`src/rtl/uvmt_cv32e40s_rvfi_csr_shadow_if.sv`:
```
// Bundle between one per-CSR RVFI retirement stream and its shadow monitor.
// The monitor consumes the retirement fields and publishes the shadow state and its error flags.
interface uvmt_cv32e40s_rvfi_csr_shadow_if #(
  parameter int XLEN  = 32,
  parameter int CNT_W = 8
);
  logic             rvfi_valid_i;
  logic [63:0]      rvfi_order_i;
  logic [XLEN-1:0]  rvfi_csr_rmask_i;
  logic [XLEN-1:0]  rvfi_csr_wmask_i;
  logic [XLEN-1:0]  rvfi_csr_rdata_i;
  logic [XLEN-1:0]  rvfi_csr_wdata_i;
  logic [XLEN-1:0]  shadow_o;
  logic [XLEN-1:0]  known_o;
  logic             mismatch_o;
  logic [CNT_W-1:0] mismatch_cnt_o;
  logic             err_sticky_o;
  logic             order_err_o;

  modport master (
    output rvfi_valid_i, rvfi_order_i, rvfi_csr_rmask_i, rvfi_csr_wmask_i,
           rvfi_csr_rdata_i, rvfi_csr_wdata_i,
    input  shadow_o, known_o, mismatch_o, mismatch_cnt_o, err_sticky_o, order_err_o
  );

  modport slave (
    input  rvfi_valid_i, rvfi_order_i, rvfi_csr_rmask_i, rvfi_csr_wmask_i,
           rvfi_csr_rdata_i, rvfi_csr_wdata_i,
    output shadow_o, known_o, mismatch_o, mismatch_cnt_o, err_sticky_o, order_err_o
  );
endinterface

```
`src/rtl/uvmt_cv32e40s_rvfi_csr_shadow.sv`:
```
// Shadow copy of one CSR rebuilt from RVFI retirements; flags reads that disagree with known bits.
// Optional rvfi_order gap detection is built when UVMT_RVFI_CSR_SHADOW_ORDER_CHECK_EN is defined.
module uvmt_cv32e40s_rvfi_csr_shadow #(
  parameter int              XLEN          = 32,
  parameter logic [XLEN-1:0] VOLATILE_MASK = {XLEN{1'b0}},
  parameter int              CNT_W         = 8
) (
  input logic clk_i,
  input logic rst_i,
  uvmt_cv32e40s_rvfi_csr_shadow_if.slave bus
);

  localparam logic [CNT_W-1:0] CNT_MAX = {CNT_W{1'b1}};

  logic [XLEN-1:0]  r_shadow;
  logic [XLEN-1:0]  r_known;
  logic             r_mismatch;
  logic [CNT_W-1:0] r_cnt;
  logic             r_err_sticky;
  logic             r_order_err;

  logic [XLEN-1:0]  w_chk;
  logic [XLEN-1:0]  w_learn;
  logic [XLEN-1:0]  w_shadow_nxt;
  logic [XLEN-1:0]  w_known_nxt;
  logic             w_mismatch;
  logic [CNT_W-1:0] w_cnt_nxt;
  logic             w_order_err;

  // Compare against the pre-update shadow; writes take priority over bits learned from rdata.
  always_comb begin
    w_chk        = bus.rvfi_csr_rmask_i & r_known & ~VOLATILE_MASK;
    w_learn      = bus.rvfi_csr_rmask_i & ~r_known & ~bus.rvfi_csr_wmask_i & ~VOLATILE_MASK;
    w_mismatch   = bus.rvfi_valid_i & (|((bus.rvfi_csr_rdata_i ^ r_shadow) & w_chk));
    w_shadow_nxt = (r_shadow & ~bus.rvfi_csr_wmask_i & ~w_learn)
                 | (bus.rvfi_csr_wdata_i & bus.rvfi_csr_wmask_i)
                 | (bus.rvfi_csr_rdata_i & w_learn);
    w_known_nxt  = r_known | ((bus.rvfi_csr_wmask_i | w_learn) & ~VOLATILE_MASK);
    if (w_mismatch && (r_cnt != CNT_MAX)) begin
      w_cnt_nxt = r_cnt + {{(CNT_W-1){1'b0}}, 1'b1};
    end else begin
      w_cnt_nxt = r_cnt;
    end
  end

`ifdef UVMT_RVFI_CSR_SHADOW_ORDER_CHECK_EN
  logic [63:0] r_last_order;
  logic        r_order_seen;

  // A gap is any order that is not the wrapped successor of the previous retirement.
  always_comb begin
    if (bus.rvfi_valid_i && r_order_seen) begin
      w_order_err = (bus.rvfi_order_i != (r_last_order + 64'd1));
    end else begin
      w_order_err = 1'b0;
    end
  end

  // Order history; cleared by reset so the first retirement afterwards is never flagged.
  always_ff @(posedge clk_i or posedge rst_i) begin
    if (rst_i) begin
      r_last_order <= 64'd0;
      r_order_seen <= 1'b0;
    end else if (bus.rvfi_valid_i) begin
      r_last_order <= bus.rvfi_order_i;
      r_order_seen <= 1'b1;
    end else begin
      r_last_order <= r_last_order;
      r_order_seen <= r_order_seen;
    end
  end
`else
  logic w_unused_order;

  assign w_unused_order = ^bus.rvfi_order_i;
  assign w_order_err    = 1'b0;
`endif

  // Shadow state and registered flags; pulses last exactly one cycle after the retirement edge.
  always_ff @(posedge clk_i or posedge rst_i) begin
    if (rst_i) begin
      r_shadow     <= {XLEN{1'b0}};
      r_known      <= {XLEN{1'b0}};
      r_mismatch   <= 1'b0;
      r_cnt        <= {CNT_W{1'b0}};
      r_err_sticky <= 1'b0;
      r_order_err  <= 1'b0;
    end else if (bus.rvfi_valid_i) begin
      r_shadow     <= w_shadow_nxt;
      r_known      <= w_known_nxt;
      r_mismatch   <= w_mismatch;
      r_cnt        <= w_cnt_nxt;
      r_err_sticky <= r_err_sticky | w_mismatch | w_order_err;
      r_order_err  <= w_order_err;
    end else begin
      r_mismatch   <= 1'b0;
      r_order_err  <= 1'b0;
    end
  end

  assign bus.shadow_o       = r_shadow;
  assign bus.known_o        = r_known;
  assign bus.mismatch_o     = r_mismatch;
  assign bus.mismatch_cnt_o = r_cnt;
  assign bus.err_sticky_o   = r_err_sticky;
  assign bus.order_err_o    = r_order_err;

endmodule

```
`src/flat_wrapper.sv`:
```
// flat-port wrapper written by rule: the top's interface ports become plain ports
module uvmt_cv32e40s_rvfi_csr_shadow_flat 
#(
  parameter int              XLEN          = 32,
  parameter logic [XLEN-1:0] VOLATILE_MASK = {XLEN{1'b0}},
  parameter int              CNT_W         = 8
)
  (clk_i, rst_i, bus_rvfi_valid_i, bus_rvfi_order_i, bus_rvfi_csr_rmask_i, bus_rvfi_csr_wmask_i, bus_rvfi_csr_rdata_i, bus_rvfi_csr_wdata_i, bus_shadow_o, bus_known_o, bus_mismatch_o, bus_mismatch_cnt_o, bus_err_sticky_o, bus_order_err_o);
  uvmt_cv32e40s_rvfi_csr_shadow_if #(.XLEN(XLEN), .CNT_W(CNT_W)) bus_i ();
  input logic clk_i;
  input logic rst_i;
  input wire logic [$bits(bus_i.rvfi_valid_i)-1:0] bus_rvfi_valid_i;
  input wire logic [$bits(bus_i.rvfi_order_i)-1:0] bus_rvfi_order_i;
  input wire logic [$bits(bus_i.rvfi_csr_rmask_i)-1:0] bus_rvfi_csr_rmask_i;
  input wire logic [$bits(bus_i.rvfi_csr_wmask_i)-1:0] bus_rvfi_csr_wmask_i;
  input wire logic [$bits(bus_i.rvfi_csr_rdata_i)-1:0] bus_rvfi_csr_rdata_i;
  input wire logic [$bits(bus_i.rvfi_csr_wdata_i)-1:0] bus_rvfi_csr_wdata_i;
  output wire logic [$bits(bus_i.shadow_o)-1:0] bus_shadow_o;
  output wire logic [$bits(bus_i.known_o)-1:0] bus_known_o;
  output wire logic [$bits(bus_i.mismatch_o)-1:0] bus_mismatch_o;
  output wire logic [$bits(bus_i.mismatch_cnt_o)-1:0] bus_mismatch_cnt_o;
  output wire logic [$bits(bus_i.err_sticky_o)-1:0] bus_err_sticky_o;
  output wire logic [$bits(bus_i.order_err_o)-1:0] bus_order_err_o;
  assign bus_i.rvfi_valid_i = bus_rvfi_valid_i;
  assign bus_i.rvfi_order_i = bus_rvfi_order_i;
  assign bus_i.rvfi_csr_rmask_i = bus_rvfi_csr_rmask_i;
  assign bus_i.rvfi_csr_wmask_i = bus_rvfi_csr_wmask_i;
  assign bus_i.rvfi_csr_rdata_i = bus_rvfi_csr_rdata_i;
  assign bus_i.rvfi_csr_wdata_i = bus_rvfi_csr_wdata_i;
  assign bus_shadow_o = bus_i.shadow_o;
  assign bus_known_o = bus_i.known_o;
  assign bus_mismatch_o = bus_i.mismatch_o;
  assign bus_mismatch_cnt_o = bus_i.mismatch_cnt_o;
  assign bus_err_sticky_o = bus_i.err_sticky_o;
  assign bus_order_err_o = bus_i.order_err_o;
  uvmt_cv32e40s_rvfi_csr_shadow #(.XLEN(XLEN), .VOLATILE_MASK(VOLATILE_MASK), .CNT_W(CNT_W)) u_core (.clk_i(clk_i), .rst_i(rst_i), .bus(bus_i));
endmodule
```
`config.mk`:
```
export PLATFORM = sky130hd
export DESIGN_NAME = uvmt_cv32e40s_rvfi_csr_shadow_flat
export DESIGN_NICKNAME = d
export VERILOG_FILES = /design/src/rtl/uvmt_cv32e40s_rvfi_csr_shadow_if.sv /design/src/rtl/uvmt_cv32e40s_rvfi_csr_shadow.sv /design/src/flat_wrapper.sv
export SDC_FILE = /design/constraint.sdc
export NUM_CORES = 1
export LEC_CHECK = 0
export ABC_AREA = 1
export ABC_CLOCK_PERIOD_IN_PS = 6350
export CORE_MARGIN = 4
export CORE_UTILIZATION = 41
export CTS_CLUSTER_DIAMETER = 60
export DETAILED_ROUTE_END_ITERATION = 10
export GPL_TIMING_DRIVEN = 1
export PLACE_DENSITY_LB_ADDON = 0.05
export REMOVE_ABC_BUFFERS = 1
export SETUP_SLACK_MARGIN = 0.1
export SLEW_MARGIN = 20
export SYNTH_ARGS = -nofsm -noshare
export SYNTH_HDL_FRONTEND = slang
export SYNTH_SLANG_ARGS = --single-unit
```
`constraint.sdc`:
```
create_clock -name clk_i -period 6.35 [get_ports clk_i]
set_clock_uncertainty 0.05 [all_clocks]
set_input_delay 1.27 -clock clk_i [delete_from_list [all_inputs] [get_ports clk_i]]
set_output_delay 1.27 -clock clk_i [all_outputs]
set_load 0.05 [all_outputs]
```
==> run notes, run 1 <==
Implementation results

The top cell types in the final layout, fill and taps aside, are clkdlybuf4s50_1 (203), nand2_1 (197), inv_1 (105). Counting only logic cells after layout, the most numerous master is clkdlybuf4s50_1. Across all checked pins, the minimum headroom to the slew limit is 0.391.

The flow ran to the end, and the final reports show no timing, DRC or antenna violations. The measured slew at the worst slew-check pin is 0.912 ns. The count of input and output buffers is approximately 200. The post-route antenna net violation count is 0.

For this run the detailed placement stage logged an HPWL of between 10000 and 15000 um. Yosys reported a register bit count of roughly 74. The combinational family with the most area after synthesis is simple AND/OR/NAND/NOR gates. The inserted tap cell count is around 140. The standard cell area after detailed placement is around 0.0066 mm2. The fraction of synthesized cell area in xor and xnor cells is 0.00990. The cell depth of the worst setup path is 1.

Compared with the post-synthesis result, the final layout area differs by 52.9%. The fraction of synthesis flops using an asynchronous set or reset pin is 1.00. In this run the register-to-register setup slack is 4.62 ns.

The data arrival time of the critical path is approximately 1.6 ns. For this run, the top clock speed supported by timing is 340 MHz. The register share of total power is 0.380. The gate-level netlist out of Yosys references 29 unique cell types. The worst hold path startpoint is u_core.bus.err_sticky_o.

The fraction of final cell area spent on non-clock buffers in this run is 0.303. The multi-input logic area is 0.00210 mm2. For reference, the post-synthesis area per instance comes to about 6.9 um2. The number of maximum-capacitance violations recorded for the run is 0. The total negative slack is 0 ns. The cell family with the largest share of critical-path delay is buffers and inverters. The post-synthesis cell type with the largest combined area is dfrtp_1. The number of warning messages in the yosys log is 0.

The synthesized instance count is around 640.
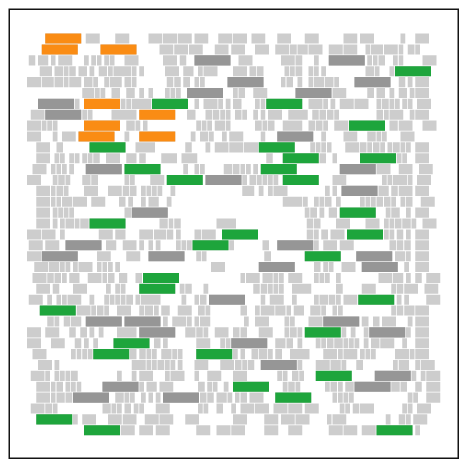
(run_1/flops_by_reg.png)
Drawn at 4 px/um. Other sequential cells in the stronger gray, the rest of the logic in the fainter gray.
- u_core.bus.mismatch_cnt_o: orange (flops 8; where top left)
- u_core.bus.known_o: green (flops 32)
- not colored: 34
final core utilization: 0.649
total sequential power: 592 uW
flip-flop and latch share of the layout cell area: 0.274
footprint of the flip-flops and latches: 0.00185 mm2

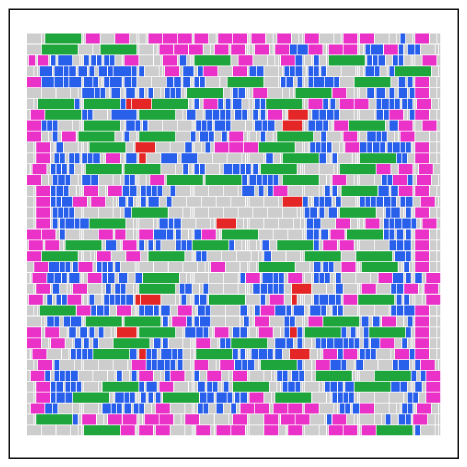
(run_1/placement_by_type.png)
Drawn at 4 px/um. Fill, decap, tap and diode cells in gray.
- clock drivers and dummy loads: red (cells 16; share of their area 2.5%)
- remaining buffers and delay cells: magenta (cells 206; share of their area 31%)
- combinational and other logic: blue (cells 558; share of their area 38%)
- sequential cells: green (cells 74; share of their area 28%)
standard-cell row count: 37
final design area excluding fillers: 0.00676 mm2

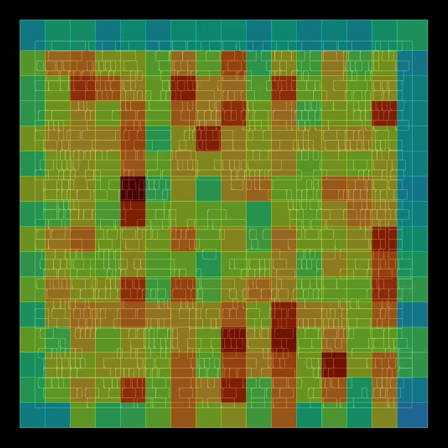
(run_1/congestion.png)
met1 Resource Use GR: 0.265
Top Usage Layer GRT: met2
GR Layer Usage met3: 0.0636
met2 Resource Use GR: 0.383
WL per Instance: 14.0 um

==> run 2, diff against run 1 <==
- ABC_CLOCK_PERIOD_IN_PS: 6350 -> 2400
- CORE_UTILIZATION: 41 -> 34
- clock period: 6.35 -> 2.4 ns (I/O delays scaled with it)
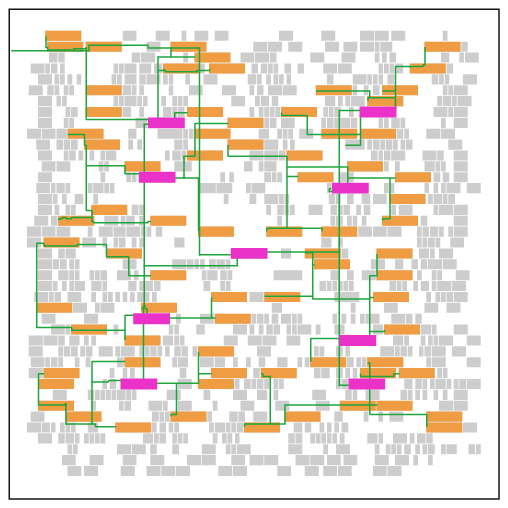
(run_2/clk_routes.png)
Drawn at 4 px/um.
- clock drivers: magenta (count 9)
- flip-flops: orange (count 74)
- clock wires: green (length 1140 um)
- flops lie: spread over the die
clock network power share: 0.272
power attributed to the clock group: 1230 uW
clock latency on the worst-skew pair: 0.33 ns

==> run 2 against run 1 <==
Against the previous run: global-route usage shrank 3.6 points; critical path depth is the same; worst hold slack lost 0.064 ns; register-to-register slack lost 3.9 ns; core utilization shrank 10 points.
==> run notes, run 2 <==
Implementation results

Among cell families on the critical path, the largest total delay comes from buffers and inverters. The most common logic cells in the final layout are clkdlybuf4s50_1 (203), nand2_1 (197), inv_1 (105). Per the layout area report, the register area comes to ~0.0019 mm2. The count of nets left with antenna violations once routing finished came out at 0.

The run reported a max-capacitance violation count of 0. The mean post-synth cell area is around 6.9 um2. Based on the critical path, the design can be clocked at up to 469 MHz. For this run, global-route usage on met3 was measured as 0.0576. The multi-input logic area is ~0.0021 mm2.

The number of distinct library cells after synthesis is 29. The met2 layer usage reported by global route is 0.309. In this run, the synthesized area fraction spent on xor and xnor cells is recorded as 0.00990. Detailed placement ended at an HPWL of around 11000 um. The most common logic cell in the final layout is clkdlybuf4s50_1.

The flow ran to the end, and the final reports show no timing, DRC or antenna violations. All stages included, the depth of the critical timing path comes to 1. The post-synthesis to final-layout area growth is 57.4%. Setup slack on the worst reg-to-reg path comes out at 0.72 ns. The total negative slack is 0 ns. The post-synthesis cell type with the largest combined area is dfrtp_1. The combinational family with the most area after synthesis is simple AND/OR/NAND/NOR gates. The global routing stage identified its most utilized layer as met2. For this run, global-route usage on met1 was measured as 0.223. The power report attributes to the sequential group a share of 0.348.

Yosys reported that registers with async set or reset make up 1.00. Per the slew report, the remaining headroom to the max-slew limit stands at 0.542. The layout report lists the non-clock buffer share of cell area as 0.303.
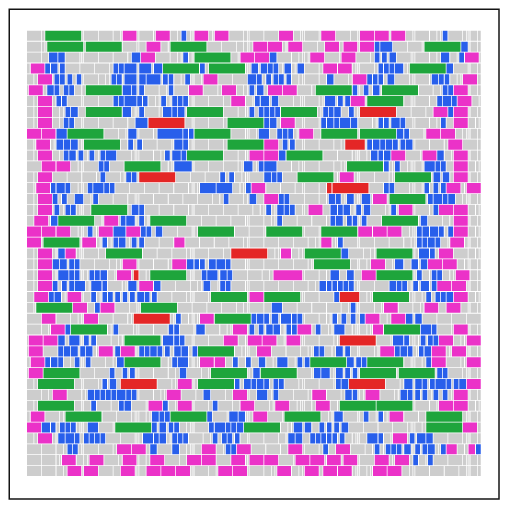
(run_2/placement_by_type.png)
Drawn at 4 px/um. Fill, decap, tap and diode cells in gray.
- combinational and other logic: blue (cells 558; share of their area 37%)
- remaining buffers and delay cells: magenta (cells 212; share of their area 31%)
- clock drivers and dummy loads: red (cells 13; share of their area 3.9%)
- sequential cells: green (cells 74; share of their area 27%)
flip-flop and latch share of the layout cell area: 0.266
core region area: 0.0127 mm2
final core utilization: 0.550

Power and IR drop assume default switching activity.
